File: config.mk
export PLATFORM = sky130hd
export DESIGN_NAME = read_remult_16x8
export DESIGN_NICKNAME = d
export VERILOG_FILES = /design/src/rtl/read_pkg.sv /design/src/rtl/read_remult_16x8_step.sv /design/src/rtl/read_remult_16x8.sv
export SDC_FILE = /design/constraint.sdc
export NUM_CORES = 1
export LEC_CHECK = 0
export CAP_MARGIN = 15
export CORE_MARGIN = 5
export CORE_UTILIZATION = 40
export CTS_BUF_LIST = sky130_fd_sc_hd__clkbuf_16
export DETAILED_ROUTE_END_ITERATION = 8
export MAX_ROUTING_LAYER = met4
export PLACE_DENSITY = 0.69
export SLEW_MARGIN = 20
export SYNTH_ARGS = -nofsm -noshare
export SYNTH_HDL_FRONTEND = slang
export SYNTH_SLANG_ARGS = --single-unit
File: constraint.sdc
create_clock -name clk -period 2.85 [get_ports clk]
set_input_delay 0.4275 -clock clk [delete_from_list [all_inputs] [get_ports clk]]
set_output_delay 0.4275 -clock clk [all_outputs]
set_load 0.02 [all_outputs]
File: src/rtl/read_pkg.sv
// Shared widths, FSM state encoding and step count for the 16x8 dividend reconstructor.
package read_pkg;

    localparam int DIVIDEND_W   = 16;
    localparam int DIVISOR_W    = 8;
    localparam int QUOT_W       = 8;
    localparam int REMULT_STEPS = 8;
    localparam int CNT_W        = $clog2(REMULT_STEPS);

    typedef logic [1:0] state_t;

    localparam state_t ST_IDLE = 2'd0;
    localparam state_t ST_RUN  = 2'd1;
    localparam state_t ST_DONE = 2'd2;

endpackage

File: src/rtl/read_remult_16x8_step.sv
// One radix-2 shift-add step: conditional add of the shifted multiplicand, then shift both operands.
import read_pkg::*;

module remult_step (
    input  logic [DIVIDEND_W-1:0] acc,
    input  logic [DIVIDEND_W-1:0] mcand,
    input  logic [QUOT_W-1:0]     mplr,
    output logic [DIVIDEND_W-1:0] acc_next,
    output logic [DIVIDEND_W-1:0] mcand_next,
    output logic [QUOT_W-1:0]     mplr_next
);

    // Maximum q*y+r is 0xFF00, so the 16-bit sum never needs a carry-out.
    assign acc_next   = mplr[0] ? (acc + mcand) : acc;
    assign mcand_next = mcand << 1;
    assign mplr_next  = mplr >> 1;

endmodule

File: src/rtl/read_remult_16x8.sv
// Sequential dividend reconstructor p = q*y + r using an 8-step shift-add loop.
// Optional dividend check against x is enabled by defining READ_REMULT_CHECK_EN.
import read_pkg::*;

module read_remult_16x8 (
    input  logic                  clk,
    input  logic                  rst,
    input  logic                  start,
    input  logic [QUOT_W-1:0]     q,
    input  logic [DIVISOR_W-1:0]  y,
    input  logic [DIVISOR_W-1:0]  r,
`ifdef READ_REMULT_CHECK_EN
    input  logic [DIVIDEND_W-1:0] x,
    output logic                  mismatch,
`endif
    output logic                  busy,
    output logic                  done,
    output logic [DIVIDEND_W-1:0] p
);

    localparam logic [CNT_W-1:0] LAST_STEP = CNT_W'(REMULT_STEPS - 1);

    state_t                  state;
    logic [DIVIDEND_W-1:0]   acc;
    logic [DIVIDEND_W-1:0]   mcand;
    logic [QUOT_W-1:0]       mplr;
    logic [CNT_W-1:0]        cnt;
    logic [DIVIDEND_W-1:0]   acc_next;
    logic [DIVIDEND_W-1:0]   mcand_next;
    logic [QUOT_W-1:0]       mplr_next;
    logic                    accept;
`ifdef READ_REMULT_CHECK_EN
    logic [DIVIDEND_W-1:0]   x_lat;
`endif

    remult_step u_step (
        .acc        (acc),
        .mcand      (mcand),
        .mplr       (mplr),
        .acc_next   (acc_next),
        .mcand_next (mcand_next),
        .mplr_next  (mplr_next)
    );

    assign busy   = (state == ST_RUN);
    assign done   = (state == ST_DONE);
    // DONE accepts a new request directly so back-to-back ops have no idle gap.
    assign accept = start && (state != ST_RUN);

    always_ff @(posedge clk) begin
        if (rst) begin
            state <= ST_IDLE;
            acc   <= '0;
            mcand <= '0;
            mplr  <= '0;
            cnt   <= '0;
            p     <= '0;
`ifdef READ_REMULT_CHECK_EN
            x_lat    <= '0;
            mismatch <= 1'b0;
`endif
        end else if (accept) begin
            acc   <= {{(DIVIDEND_W-DIVISOR_W){1'b0}}, r};
            mcand <= {{(DIVIDEND_W-DIVISOR_W){1'b0}}, y};
            mplr  <= q;
            cnt   <= '0;
            state <= ST_RUN;
`ifdef READ_REMULT_CHECK_EN
            x_lat <= x;
`endif
        end else begin
            case (state)
                ST_RUN: begin
                    acc   <= acc_next;
                    mcand <= mcand_next;
                    mplr  <= mplr_next;
                    cnt   <= cnt + 1'b1;
                    if (cnt == LAST_STEP) begin
                        p     <= acc_next;
                        state <= ST_DONE;
`ifdef READ_REMULT_CHECK_EN
                        mismatch <= (acc_next != x_lat);
`endif
                    end
                end
                ST_DONE: state <= ST_IDLE;
                default: state <= ST_IDLE;
            endcase
        end
    end

endmodule

==> out/qor.json <==
{
  "status": {
    "status": "finished, final reports clean"
  },
  "setup_path": {
    "cp.buffers_inverters": 0,
    "timing.critical_path.slowest_stage_cell": "sky130_fd_sc_hd__or3_2",
    "crit_path_frequent_cell": "sky130_fd_sc_hd__a21oi_1",
    "required_ps": 3040,
    "worst_ep_arrival_time_ps": 2590,
    "endpoint_kind": "flip-flop"
  },
  "run": {
    "max_cap_check_violation_count": 0,
    "count_of_tool_warnings": 26
  },
  "cells_and_area": {
    "layout-drive-gt1-share_pct": 7.55,
    "nets": 464,
    "layout.cells.most_common_list": "sky130_fd_sc_hd__dfxtp_1 (61), sky130_fd_sc_hd__nand2_1 (56), sky130_fd_sc_hd__clkdlybuf4s50_1 (44)"
  },
  "detailed_routing": {
    "detail_route.wl_per_cell_um": 14.2,
    "antenna_violating_nets_post_route": 0
  },
  "clock_tree": {
    "cts_tree": "done"
  },
  "yosys": {
    "synth_top_cell_by_count": "sky130_fd_sc_hd__dfxtp_1",
    "synth.yosys.num_cells": 379,
    "ffs_latches_synth": 61,
    "flop_cell": "sky130_fd_sc_hd__dfxtp_1",
    "netlist_area_before_placement_mm2": 0.00323,
    "syn_area_per_cell_um2": 8.51,
    "synthAdderAreaFrac_pct": 7.21,
    "seq_area_frac_synth_pct": 37.9,
    "post-synth-top-area-fraction_pct": 37.9,
    "synth-area-yosys_mm2": 0.00323
  },
  "power": {
    "p_total_mw": 2.22
  },
  "die": {
    "floorplanUtilization_pct": 41.3,
    "die_height_um": 99.8,
    "die.size.x_um": 99.8,
    "fp.dieArea_mm2": 0.00996
  },
  "sta": {
    "period_minus_slack_ps": 2400,
    "drv_slew": 0,
    "final.period_utilization_pct": 84.2,
    "timing.hold.ws_ps": 448,
    "final_clock_skew_ps": 8.16
  },
  "placement": {
    "place_ws_ps": 465,
    "gpl_congestion": 0.868
  },
  "grt": {
    "grt_pass1_wl_um": 12600,
    "grt_antenna_before_repair": 0
  }
}
path summary, 6_finish.rpt:
check                            from                 end  slack, ps  depth (start not counted)
setup / recovery  acc[0]$_SDFFE_PP0P_  p[12]$_SDFFE_PP0P_        450                          9
hold / removal      p[4]$_SDFFE_PP0P_   p[4]$_SDFFE_PP0P_        450                          2
setup reg to reg  acc[0]$_SDFFE_PP0P_  p[12]$_SDFFE_PP0P_        450                          9
hold reg to reg     p[4]$_SDFFE_PP0P_   p[4]$_SDFFE_PP0P_        450                          2
tightest hold or removal path, stage by stage (launching register included):
cell	delay, ps
sky130_fd_sc_hd__dfxtp_1	320
sky130_fd_sc_hd__nand2_1	40
sky130_fd_sc_hd__o21ai_0	50
power breakdown:
part	total (mW)	internal, mW	switching [mW]
Sequential	0.915	0.887	0.0282
Clock	1.03	0.662	0.366
Combinational	0.276	0.126	0.150
metrics by stage:
step                      cells  util [%]  instance area [um2]
after floorplan             379         -                 3230
after global placement      510      47.8                 3730
after detailed placement    510      47.8                 3730
after CTS                   526      51.4                 4020
after global routing        526      51.4                 4020
final                       526      51.4                 4020
layer usage:
layer  track usage, %  part of all wire (%)  wire length (um)  vias to the layer above
met1             21.7                    49              3670                     1281
met4             6.41                  0.91                68                        0
met2             24.1                    45              3340                       70
li1                 -                     -                 -                     1426
met5                -                     0                 0                        -
met3             2.64                   5.3               395                        6
sequential cells by signal, summed over array words and instances (netlist names):
signal / flops
state: 2
mplr: 8
cnt: 3
mcand: 16
acc: 16
p: 16
layout make-up:
class	instances	area, um2
clock buffer	9	225
clock inverter	7	57.6
fill	754	3790
inverter	7	26.3
multi-input combinational	289	1860
sequential	61	1220
tap	102	128
timing repair buffer	51	493
flops_by_reg.png
Scale bar: 20 um.
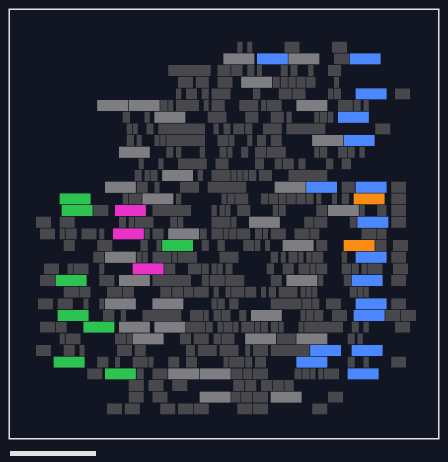
Key: mplr = green [placed flops 8]; p = blue [placed flops 16]; state = orange [placed flops 2]; cnt = magenta [placed flops 3]
fraction of area in registers: 30.4%
power attributed to sequential cells: 915 uW

clocks.png
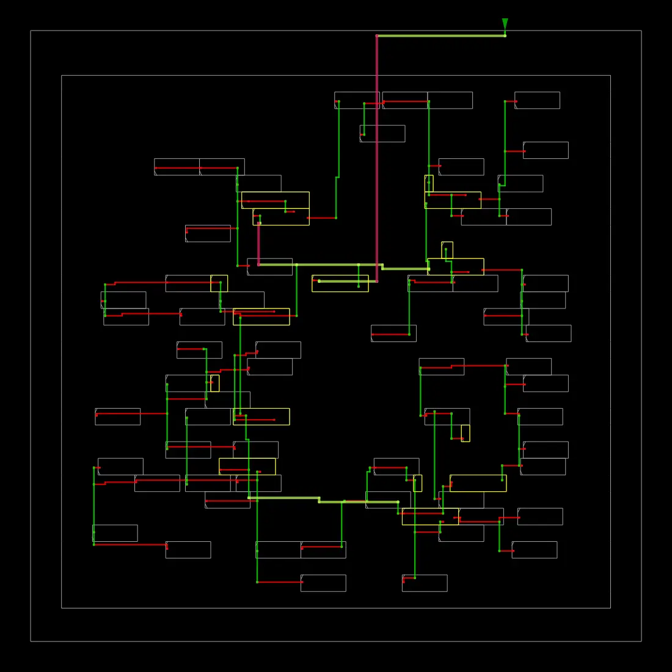
number of clock-tree buffers in the layout: 9
total clock sinks: 61
count of flip-flops and latches: 61
clock latency on the worst-skew pair: 320 ps
power consumed by the clock network: 1.03 mW

sizes.png
Scale bar: 20 um.
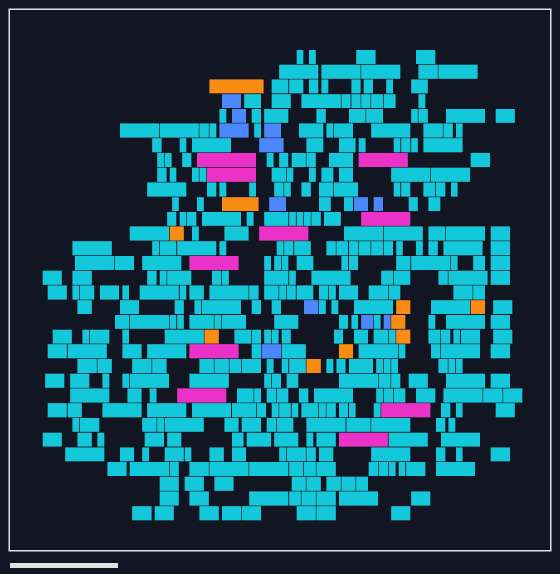
Key: _6 and larger = magenta [cells 10, share 2.4%]; _3 and _4 cells = orange [cells 10, share 2.4%]; _0 and _1 cells = cyan [cells 392, share 92%]; _2 cells = blue [cells 12, share 2.8%]
buffers outside the clock class: 51
layout overhead on the synthesized area: 24.5%
final setup slack of the worst path: 451 ps

Power figures rest on the tool's default switching activity, not on a simulated workload.
